Design pc_unit, sky130hd; sources not shown.
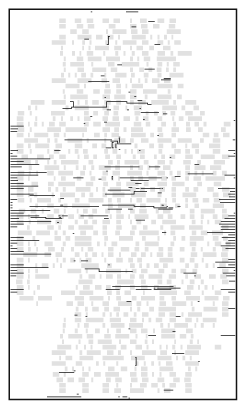
*Metal 3, run 1*
Scale: 2 px per µm.
145 nets have wire on it. The layer carries 1100 µm of wire. The layer holds 3.9% of the routed length.
Vias: 6074
Routed WL: 28.4 mm
global-route met3 utilization: 0.0337

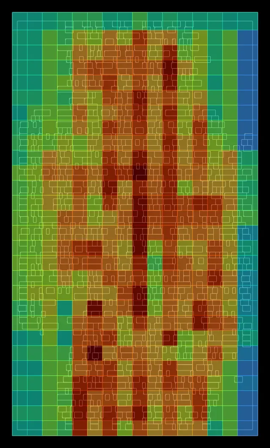
*Routing congestion, run 1*
Total GRT Usage: 0.247
Top Usage Layer GRT: met2
routing usage on met2: 0.487
Util after Layout: 0.420
DR WL/cell: 24.9 µm

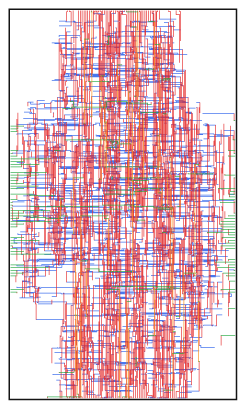
*Routed metal, one color a layer, run 1*
Scale: 2 px per µm.
met2: shown in red, wire length 16300 µm. met1: shown in blue, wire length 9620 µm. met3: shown in green, wire length 1100 µm. met4: shown in orange, wire length 1400 µm.

==> job_summary.md, run 1 <==
## Synthesis and layout report

| Metric | Value |
|---|---|
| Status | finished, violations left |
| Failing checks | negative setup slack |
| Iteration-0 DRC count of the detailed router | ~350 |
| Synth-to-layout area growth | 78.9% |
| Share of layout cells above drive strength 1 | 0.257 |
| Nets | ~960 |
| Slew HR | 0.627 |
| Cell variety after synth | between 50 and 60 |
| Late-Pin Clk Latency | 0.37 ns |
| Fin cells | 1141 |
| Layout fillers | 2209 |
| Chip Height | ~200 µm |
| TritonCTS clock tree | built |
| Grt total ovfl | 0 |
| Flops after synth | 99 |
| Final setup violation count | 16 |
| Flop pwr share | 0.422 |
| Highest Signal Layer | met4 |
| Most common logic cells in the final layout | clkdlybuf4s50_1 (172), nand2_1 (146), buf_4 (116) |
| Slowest CP cell | or4_4 |
| First-pass GRT wire length | slightly above 40 mm |
| Final worst slack | -0.218 ns |
| Clock root buffer master | clkbuf_16 |
| Sequential power | ~0.0017 W |
| Worst VDD drop | approximately 0.24 mV |
| Largest net degree at the start of global routing | between 60 and 70 |
| Final GP Congestion | roughly 0.84 |
| I/O pin count | slightly above 200 |
| Final hold slack | 0.356 ns |
| Hold Vio Cnt, Final | 0 |
| Rows | ~70 |
| Combinational share of power | 0.183 |
| Top cells, area | dfxtp_1 (42%), nand2_1 (12%), a21oi_1 (8.6%) |
| Async set or reset register ratio after synthesis | 0 |
| Commonest cells in the netlist | nand2_1 (151), dfxtp_1 (99), a21oi_1 (82), clkbuf_1 (45), nor2_1 (27) |
| Yosys chip area | ~0.0048 mm² |
| First-pass iteration count of the detailed router | 10 |
| Place WS | -0.365 ns |
| Fin crit share | 1.09 |
| Detail Placement HPWL | about 19 mm |
| Comb group | between 0.0007 and 0.0008 W |
| Log Warnings | 28 |
| WP depth | 6 |
run 1: cells by family after synthesis:
family	Yosys count	synth area share
AND/OR/NAND/NOR	250	0.241
flip-flops	99	0.416
XOR/XNOR	28	0.0515
AND-OR/OR-AND	169	0.229
multiplexers	1	0.00236
adder cells (fa/ha/maj)	1	0.00262
buffers and inverters	65	0.0572
run 1: area by class of cell:
type,count,area (µm²),area share
multi-input combinational,449,2900,0.340
sequential,99,2010,0.236
clock inverter,5,77.6,0.00910
inverter,8,30.0,0.00352
timing repair buffer,319,2960,0.347
clock buffer,11,243,0.0285
tap,248,310,0.0364
antenna,2,5.00,0.000587
run 1: repair_timing:
action | CTS | global route
buffers inserted | 10 | 8
pin swaps | 20 | 16
gates resized | 160 | 33
setup endpoints to repair | 27 | 26
gates cloned | 0 | 0
### Signal metal coverage by tile, run 1

Scale: 2 px per µm. The die is cut into 23 by 39 equal tiles; dark purple is low, yellow is high, scaled to the fullest tile. Values are wire area over tile area, all layers added.
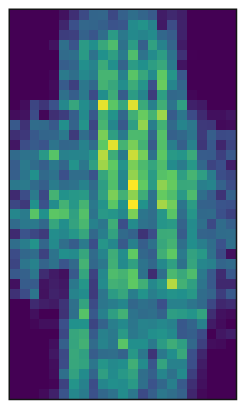

## Run 2: what changed since run 1
==> constraint.sdc (replaced) <==
create_clock -name clk -period 2.5 [get_ports clk]
set_clock_uncertainty 0.1 [all_clocks]
set_input_delay 0.375 -clock clk [delete_from_list [all_inputs] [get_ports clk]]
set_output_delay 0.375 -clock clk [all_outputs]
set_load 0.02 [all_outputs]
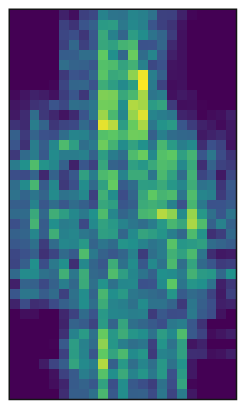
*Signal metal coverage by tile, run 2*
Scale: 2 px per µm. The die is cut into 23 by 39 equal tiles; dark purple is low, yellow is high, scaled to the fullest tile. Values are wire area over tile area, all layers added.
The fullest tile reaches 0.59. The mean over all tiles is 0.19. 21% of the tiles are over half the peak. The emptiest ninth of the die: upper right. The densest ninth of the die: top center.
Vias: 5919
Total GRT Usage: 0.227
Routed WL: 26.1 mm
DR WL/cell: 23.2 µm

==> run 2 against run 1 <==
  * Largest cell class is now combinational gates
  * Sequential share of layout area increased by 0.53 points
  * Clock power decreased by 7%
  * The run still ends with negative setup slack left
  * Count of clock-buffer cells in the layout decreased by 1
  * Largest power group unchanged
==> job_summary.md, run 2 <==
## Synthesis and layout report

| Metric | Value |
|---|---|
| Cell variety after synth | 59 (unchanged) |
| Failing checks | negative setup slack |
| Slew HR | 0.573 (-0.0543) |
| Switching pwr | around 0.0011 W |
| Most common logic cells in the final layout | clkdlybuf4s50_1 (174), nand2_1 (149), buf_4 (98) |
| Late-Pin Clk Latency | 0.38 ns (about the same) |
| Final worst slack | -0.117 ns (+0.101 ns) |
| Grt total ovfl | 0 (unchanged) |
| Non-clk bufs | 303 (-5.0%) |
| Dominant kind of cell | combinational gates |
| Largest net degree at the start of global routing | 49 (-21%) |
| Hold Vio Cnt, Final | 0 (unchanged) |
| Clk pwr | approximately 0.0015 W |
| Clock root buffer master | clkbuf_16 |
| Worst VDD drop | 0.343 mV (+40%) |
| Reg area | 0.00200 mm² (-0.56%) |
| Commonest cells in the netlist | nand2_1 (151), dfxtp_1 (99), a21oi_1 (82), clkbuf_1 (45), nor2_1 (27) |
| Yosys chip area | 0.00477 mm² (unchanged) |
| Combinational share of power | 0.181 (-0.002) |
| I/O pin count | 202 (unchanged) |
| Multi-input logic area | 0.00284 mm² (-2.1%) |
| Detail Placement HPWL | 19.1 mm (-1.9%) |
| First-pass GRT wire length | 38.0 mm (-7.7%) |
| CP Cell Sequence | nand4_1, buf_4, nor4_4, or4b_4, xnor2_2, buf_4 |
| Fin crit share | 1.05 (-0.0405) |
| Chip Height | 194 µm (unchanged) |
| Top cells, area | dfxtp_1 (42%), nand2_1 (12%), a21oi_1 (8.6%) |
| Place WS | -0.290 ns (+0.0749 ns) |
| Antenna violations before repair | 1 |
| Post-CTS sizing | 145 (-9.4%) |
| Comb_multi_in | 449 (unchanged) |
| WP depth | 6 (unchanged) |
| Seq_cells | 99 (unchanged) |
| Synth-to-layout area growth | 74.0% |
| CLK BUF | 10 (-1) |
| Status | finished, violations left |
| Sink Count | about 99 |
| Layout fillers | 2227 (+0.81%) |
| Number of enable flip-flop cells | 0 |
| Flop pwr share | 0.436 (+0.014) |
| # Taps | 248 (unchanged) |
| Clock slew at reported path FFs | 0.07 ns |
| Comb group | 0.000700 W (-4.0%) |
| Setup Fix Bufs, Post-CTS | 9 (-1) |
| CP bufs+invs | 2 |
| Non-clk invs | 8 (unchanged) |
| Logic share of the area | 0.342 (+0.00219) |
| Required time of the worst setup path | a little over 2 ns |
| Async set or reset register ratio after synthesis | 0 (unchanged) |
| Seq area share | 0.241 (+0.00529) |
| ANT cells | 1 (-1) |
| Final setup violation count | 10 (-6) |
| Fin cells | 1124 (-1.5%) |
| Share of layout cells above drive strength 1 | 0.232 (-0.0250) |
| Log Warnings | 28 (unchanged) |
| Nets | 942 (-1.7%) |
| Slowest CP cell | or4b_4 |
| Cells on Worst Hold Path | 2 |
| Sequential power | 0.00168 W (about the same) |
| First-pass iteration count of the detailed router | 5 (-5) |
| Part of the Yosys area used for sequential elements | 0.416 |
| Most frequent cell after synthesis | nand2_1 |
| Iteration-0 DRC count of the detailed router | 227 (-35%) |
| Final hold slack | 0.360 ns (+0.00454 ns) |
| Nature of the critical path endpoint | output pin |
| Final GP Congestion | 0.875 (+4.1%) |
| ClkCell Share | 0.0353 (-0.00226) |
| TritonCTS clock tree | built |
| Flops after synth | 99 (unchanged) |
| Rows | 69 (unchanged) |
| Signal buf overhead | 0.340 (-0.00606) |
| Util after Layout | 0.409 (-0.0115) |
-- run 2: metal layers --
| metal | part of all wire | vias to the layer above | wire, µm | GRT usage |
|---|---|---|---|---|
| met5 | 0 | - | 0 | 0 |
| met1 | 0.36 | 2981 | 9380 | 0.234 |
| li1 | - | 2690 | - | - |
| met3 | 0.040 | 60 | 1040 | 0.0427 |
| met4 | 0.044 | 0 | 1150 | 0.116 |
| met2 | 0.56 | 188 | 14500 | 0.427 |
-- run 2: cells by family after synthesis --
| kind of cell | after synthesis | synth area share |
|---|---|---|
| mux | 1 | 0.00236 |
| flops | 99 | 0.416 |
| fa+ha+maj | 1 | 0.00262 |
| simple gates | 250 | 0.241 |
| buf+inv | 65 | 0.0572 |
| compound gates | 169 | 0.229 |
| xor+xnor | 28 | 0.0515 |
No activity file was given, so power comes from the tool's default toggle rates.
